### config.mk
export PLATFORM = sky130hd
export DESIGN_NAME = hazard_scoreboard_flat
export DESIGN_NICKNAME = d
export VERILOG_FILES = /design/src/rtl/hazard_scoreboard_if.sv /design/src/rtl/hazard_scoreboard.sv /design/src/flat_wrapper.sv
export SDC_FILE = /design/constraint.sdc
export NUM_CORES = 1
export LEC_CHECK = 0
export CAP_MARGIN = 20
export CORE_ASPECT_RATIO = 0.5
export CORE_UTILIZATION = 45
export DETAILED_ROUTE_END_ITERATION = 10
export GPL_TIMING_DRIVEN = 0
export PLACE_DENSITY = 0.71
export SLEW_MARGIN = 20
export SYNTH_ARGS = -nofsm -noshare
export SYNTH_HDL_FRONTEND = slang
export SYNTH_SLANG_ARGS = --single-unit
### constraint.sdc
create_clock -name clk -period 17.6 [get_ports clk]
set_input_delay 5.28 -clock clk [delete_from_list [all_inputs] [get_ports clk]]
set_output_delay 5.28 -clock clk [all_outputs]
set_load 0.005 [all_outputs]
### src/rtl/hazard_scoreboard_if.sv
// D-stage hazard query bundle between the decode stage (master) and the scoreboard (slave).
interface hazard_scoreboard_if #(
  parameter int unsigned AW = 5,
  parameter int unsigned TW = 3
);
  logic          flush;
  logic          d_valid;
  logic [AW-1:0] d_rs;
  logic [AW-1:0] d_rt;
  logic          d_use_rs;
  logic          d_use_rt;
  logic [TW-1:0] d_tuse_rs;
  logic [TW-1:0] d_tuse_rt;
  logic          d_wr_en;
  logic [AW-1:0] d_wa;
  logic [TW-1:0] d_tnew;
  logic          d_mdu_start;
  logic          d_mdu_div;
  logic          d_mdu_use;
  logic          stall;
  logic          stall_rs;
  logic          stall_rt;
  logic          stall_mdu;
  logic          busy_any;

  modport master (
    output flush, d_valid, d_rs, d_rt, d_use_rs, d_use_rt, d_tuse_rs, d_tuse_rt,
           d_wr_en, d_wa, d_tnew, d_mdu_start, d_mdu_div, d_mdu_use,
    input  stall, stall_rs, stall_rt, stall_mdu, busy_any
  );

  modport slave (
    input  flush, d_valid, d_rs, d_rt, d_use_rs, d_use_rt, d_tuse_rs, d_tuse_rt,
           d_wr_en, d_wa, d_tnew, d_mdu_start, d_mdu_div, d_mdu_use,
    output stall, stall_rs, stall_rt, stall_mdu, busy_any
  );
endinterface

### src/rtl/hazard_scoreboard.sv
// Tnew/Tuse register scoreboard with optional MDU busy tracking.
// Define HAZARD_SCOREBOARD_MDU_EN to enable the mult/div busy counter and stall_mdu.
module hazard_scoreboard #(
  parameter int unsigned NREG     = 32,
  parameter int unsigned AW       = 5,
  parameter int unsigned TW       = 3,
  parameter int unsigned MW       = 4,
  parameter int unsigned MULT_LAT = 5,
  parameter int unsigned DIV_LAT  = 10
) (
  input  logic                clk,
  input  logic                reset,
  hazard_scoreboard_if.slave  sb
);

  logic [TW-1:0] score [NREG-1:1];
  logic [TW-1:0] score_rs;
  logic [TW-1:0] score_rt;
  logic          issue;
  logic          score_busy;
  logic          mdu_busy;

  // Register 0 has no entry: the lookup defaults to 0 and only 1..NREG-1 can match.
  always_comb begin
    score_rs   = '0;
    score_rt   = '0;
    score_busy = 1'b0;
    for (int unsigned r = 1; r < NREG; r++) begin
      if (sb.d_rs == AW'(r)) score_rs = score[r];
      if (sb.d_rt == AW'(r)) score_rt = score[r];
      score_busy = score_busy | (score[r] != '0);
    end
  end

  assign sb.stall_rs = sb.d_valid & sb.d_use_rs & (sb.d_rs != '0) & (score_rs > sb.d_tuse_rs);
  assign sb.stall_rt = sb.d_valid & sb.d_use_rt & (sb.d_rt != '0) & (score_rt > sb.d_tuse_rt);
  assign sb.stall    = sb.stall_rs | sb.stall_rt | sb.stall_mdu;
  assign issue       = sb.d_valid & ~sb.stall & ~sb.flush;
  assign sb.busy_any = score_busy | mdu_busy;

  always_ff @(posedge clk) begin
    if (reset) begin
      for (int unsigned r = 1; r < NREG; r++) score[r] <= '0;
    end else begin
      for (int unsigned r = 1; r < NREG; r++) begin
        if (sb.flush)
          score[r] <= '0;
        else if (issue && sb.d_wr_en && sb.d_wa == AW'(r))
          score[r] <= sb.d_tnew;
        else if (score[r] != '0)
          score[r] <= score[r] - TW'(1);
      end
    end
  end

`ifdef HAZARD_SCOREBOARD_MDU_EN
  logic [MW-1:0] mdu_cnt;

  // flush leaves the MDU running: the operation already left the pipeline.
  always_ff @(posedge clk) begin
    if (reset)
      mdu_cnt <= '0;
    else if (issue && sb.d_mdu_start)
      mdu_cnt <= sb.d_mdu_div ? MW'(DIV_LAT) : MW'(MULT_LAT);
    else if (mdu_cnt != '0)
      mdu_cnt <= mdu_cnt - MW'(1);
  end

  assign mdu_busy     = (mdu_cnt != '0);
  assign sb.stall_mdu = sb.d_valid & sb.d_mdu_use & mdu_busy;
`else
  logic unused_mdu;

  assign unused_mdu   = sb.d_mdu_start ^ sb.d_mdu_div ^ sb.d_mdu_use;
  assign mdu_busy     = 1'b0;
  assign sb.stall_mdu = 1'b0;
`endif

endmodule
### src/flat_wrapper.sv
// flat-port wrapper written by rule: the top's interface ports become plain ports
module hazard_scoreboard_flat 
#(
  parameter int unsigned NREG     = 32,
  parameter int unsigned AW       = 5,
  parameter int unsigned TW       = 3,
  parameter int unsigned MW       = 4,
  parameter int unsigned MULT_LAT = 5,
  parameter int unsigned DIV_LAT  = 10
)
  (clk, reset, sb_flush, sb_d_valid, sb_d_rs, sb_d_rt, sb_d_use_rs, sb_d_use_rt, sb_d_tuse_rs, sb_d_tuse_rt, sb_d_wr_en, sb_d_wa, sb_d_tnew, sb_d_mdu_start, sb_d_mdu_div, sb_d_mdu_use, sb_stall, sb_stall_rs, sb_stall_rt, sb_stall_mdu, sb_busy_any);
  hazard_scoreboard_if #(.AW(AW), .TW(TW)) sb_i ();
  input  logic clk;
  input  logic reset;
  input wire logic [$bits(sb_i.flush)-1:0] sb_flush;
  input wire logic [$bits(sb_i.d_valid)-1:0] sb_d_valid;
  input wire logic [$bits(sb_i.d_rs)-1:0] sb_d_rs;
  input wire logic [$bits(sb_i.d_rt)-1:0] sb_d_rt;
  input wire logic [$bits(sb_i.d_use_rs)-1:0] sb_d_use_rs;
  input wire logic [$bits(sb_i.d_use_rt)-1:0] sb_d_use_rt;
  input wire logic [$bits(sb_i.d_tuse_rs)-1:0] sb_d_tuse_rs;
  input wire logic [$bits(sb_i.d_tuse_rt)-1:0] sb_d_tuse_rt;
  input wire logic [$bits(sb_i.d_wr_en)-1:0] sb_d_wr_en;
  input wire logic [$bits(sb_i.d_wa)-1:0] sb_d_wa;
  input wire logic [$bits(sb_i.d_tnew)-1:0] sb_d_tnew;
  input wire logic [$bits(sb_i.d_mdu_start)-1:0] sb_d_mdu_start;
  input wire logic [$bits(sb_i.d_mdu_div)-1:0] sb_d_mdu_div;
  input wire logic [$bits(sb_i.d_mdu_use)-1:0] sb_d_mdu_use;
  output wire logic [$bits(sb_i.stall)-1:0] sb_stall;
  output wire logic [$bits(sb_i.stall_rs)-1:0] sb_stall_rs;
  output wire logic [$bits(sb_i.stall_rt)-1:0] sb_stall_rt;
  output wire logic [$bits(sb_i.stall_mdu)-1:0] sb_stall_mdu;
  output wire logic [$bits(sb_i.busy_any)-1:0] sb_busy_any;
  assign sb_i.flush = sb_flush;
  assign sb_i.d_valid = sb_d_valid;
  assign sb_i.d_rs = sb_d_rs;
  assign sb_i.d_rt = sb_d_rt;
  assign sb_i.d_use_rs = sb_d_use_rs;
  assign sb_i.d_use_rt = sb_d_use_rt;
  assign sb_i.d_tuse_rs = sb_d_tuse_rs;
  assign sb_i.d_tuse_rt = sb_d_tuse_rt;
  assign sb_i.d_wr_en = sb_d_wr_en;
  assign sb_i.d_wa = sb_d_wa;
  assign sb_i.d_tnew = sb_d_tnew;
  assign sb_i.d_mdu_start = sb_d_mdu_start;
  assign sb_i.d_mdu_div = sb_d_mdu_div;
  assign sb_i.d_mdu_use = sb_d_mdu_use;
  assign sb_stall = sb_i.stall;
  assign sb_stall_rs = sb_i.stall_rs;
  assign sb_stall_rt = sb_i.stall_rt;
  assign sb_stall_mdu = sb_i.stall_mdu;
  assign sb_busy_any = sb_i.busy_any;
  hazard_scoreboard #(.NREG(NREG), .AW(AW), .TW(TW), .MW(MW), .MULT_LAT(MULT_LAT), .DIV_LAT(DIV_LAT)) u_core (.clk(clk), .reset(reset), .sb(sb_i));
endmodule
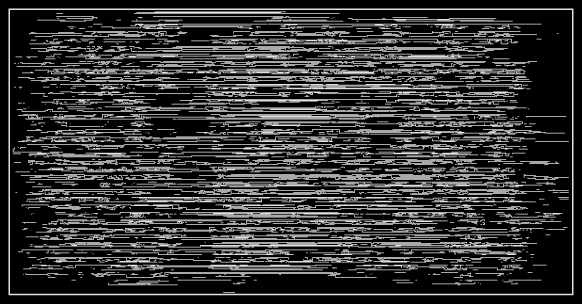
**Above:** signal wires on met1.
- share of all routed wire: 44%
- wire length on this layer: 18,400 µm
vias: 9,750
Detailed Route WL: 41,400 µm
GRT met1 Usage: 59.9%

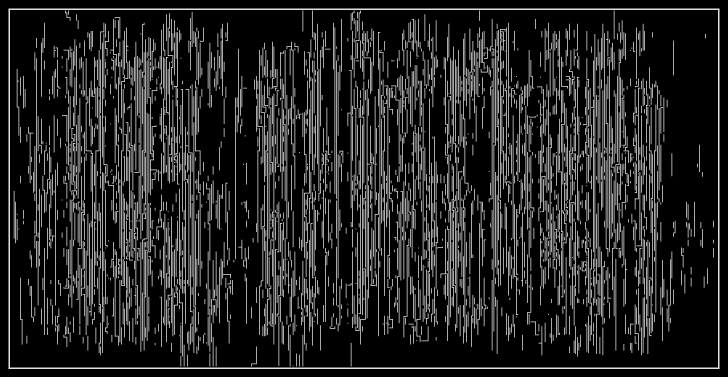
**Above:** metal 2.
- main direction: vertical
- share of all routed wire: 37%
- longest straight run: 55.1 µm
- nets with wire on the layer: 1,054
- wire length on this layer: 15,400 µm
global-route met2 utilization: 53.6%

==> deck_impl_summary.md <==
Flow Results at a Glance

Run status
  – Outcome: completed

Pwr
  – P per Cell Area: 120 nW/µm²
  – P_leak: 3.76 nW

Synthesis
  – Post-synth top cells: nor2_1 (111), nand2_1 (99), o21ai_0 (98), edfxtp_1 (93), inv_1 (77)
  – Syn. warnings: 0
  – Cells after Synth: 1,110
  – Comb area leader: simple AND/OR/NAND/NOR gates
  – Synth Cell Area: slightly above 9000 µm²
  – Sequential fraction of the synthesis area: 30.7%
  – Mean Syn Cell Area: 8.18 µm²
  – Xor/xnor share: 0.289%
  – Top cells by area: edfxtp_1 (31%), ha_1 (9.4%), mux2i_1 (6.8%), o21ai_0 (5.4%), nor2_1 (4.6%)

Worst hold path
  – Worst hold endpoint: u_core.score[3][0]$_DFFE_PP_

GRT
  – Global-route wire length before repair: 57,800 µm
  – Global route overflow: 0

Cells and area
  – Area grow syn2layout: 10.7%
  – Fin cells: 1,425
  – Seq. cell area: 2790 µm²

STA
  – WHS: 0.733 ns
  – Hold Violations, Final: 0
  – Fmax: 64.0 MHz
  – Fin. max-slew vios: 0
  – Post-route minimum period: 15.62 ns

Placed design
  – GPL Wtd Cong: 1.05
  – Post-DP Area: 9740 µm²

Job
  – Tool Warnings: ~60
  – MaxCap Viol Count: 0

Setup path
  – R2R Path Start: u_core.score[11][1]$_DFFE_PP_
  – Worst reg2reg path depth: 16
  – Worst setup SP type: input port
  – R2R Setup Slk: 12.37 ns
  – WP data required: 12.32 ns

Clock tree
  – Clock tree buffer depth: 2
  – CTS hold repair buffers: 0
  – H-tree levels: 3

Floorplan
  – DIE AREA: 20,800 µm²
  – Die X: 203 µm
  – Initial core utilization: a little under half

Drt
  – DR WL/cell: 29.1 µm
[worst max-delay path by stage]
| stage | startpoint | endpoint | slack, ns |
|---|---|---|---|
| floorplan | sb_d_rt[1] | sb_stall | 4.58 |
| global placement | sb_d_rt[1] | sb_stall | 1.71 |
| detailed placement | sb_d_rt[1] | sb_stall | 2.25 |
| CTS | sb_d_rt[1] | sb_stall | 2.22 |
| global route | sb_d_rt[1] | sb_stall | 1.81 |
| finish | sb_d_rt[1] | sb_stall | 1.98 |
[logic make-up (layout without fill, tap and decap cells)]
kind of cell | count (synthesis) | count (layout)
buf+inv | 153 | 201
mux | 92 | 92
fa+ha+maj | 68 | 68
simple gates | 438 | 438
other cells | 1 | 2
flops | 93 | 93
compound gates | 262 | 262
xor+xnor | 3 | 3
[metrics by stage]
| stage | util (%) | worst slack [ns] |
|---|---|---|
| 2_1_floorplan | - | 4.58 |
| 3_5_place_dp | 49.6 | 2.25 |
| 6_report | 51.2 | 1.98 |
| 4_1_cts | 51.2 | 2.22 |
| 5_1_grt | 51.2 | 1.81 |
| 3_3_place_gp | 49.5 | 1.71 |
[final cells by class]
type	count	area share, %
antenna	1	0.0249
buffer	73	2.87
clock buffer	10	2.28
clock inverter	6	0.871
inverter	80	2.99
multi-input combinational	864	56.7
sequential	93	27.8
tap	266	3.31
timing repair buffer	32	3.16
[cell usage in the layout, fill, tap and decap left out, types with 5 or more instances in the layout]
master,synthesis,routed
nor3b_1,5,5
o2111ai_1,8,8
a211o_1,7,7
clkbuf_16,0,9
nor2_1,111,111
nor3_1,18,17
nand2_1,99,99
o21ai_0,98,98
edfxtp_1,93,93
buf_1,16,16
nor4_1,11,11
o22ai_1,20,20
clkbuf_1,52,53
or3_1,12,12
o221ai_1,5,5
mux2_2,28,28
nand4_1,21,21
nand2b_1,41,41
a221oi_1,6,6
o211ai_1,11,11
a31oi_1,7,7
nand4b_1,8,8
nor2b_1,16,16
ha_1,68,68
a22oi_1,10,10
a21oi_1,50,50
clkdlybuf4s50_1,0,31
nand3b_1,16,16
mux2i_1,62,62
inv_1,77,77
nand3_1,61,61
o31ai_1,7,7
[power breakdown]
part	total [mW]	switching, mW	internal [mW]
sequential	0.465	0.128	0.337
clock	0.217	0.0922	0.125
combinational	0.523	0.323	0.200
[per-layer routing]
layer	GRT usage, %	wire, µm
met5	0	0
met4	7.81	787
met3	13.4	6850
met2	53.6	15400
met1	59.9	18400
[critical path, stage by stage]
cell and delay [ns]:
clkdlybuf4s50_1 0.73, clkbuf_1 0.65, buf_1 0.50, clkbuf_1 0.53
o21ai_0 0.19, a32oi_1 0.17, o211ai_1 0.12, a21oi_1 0.20
nor2_1 0.07, ha_1 0.29, nor2b_1 0.13, o21ai_0 0.09
a221oi_1 0.43, buf_4 0.26, or2_1 0.17, clkdlybuf4s50_1 0.51
Power is estimated from default activity; no workload was simulated.
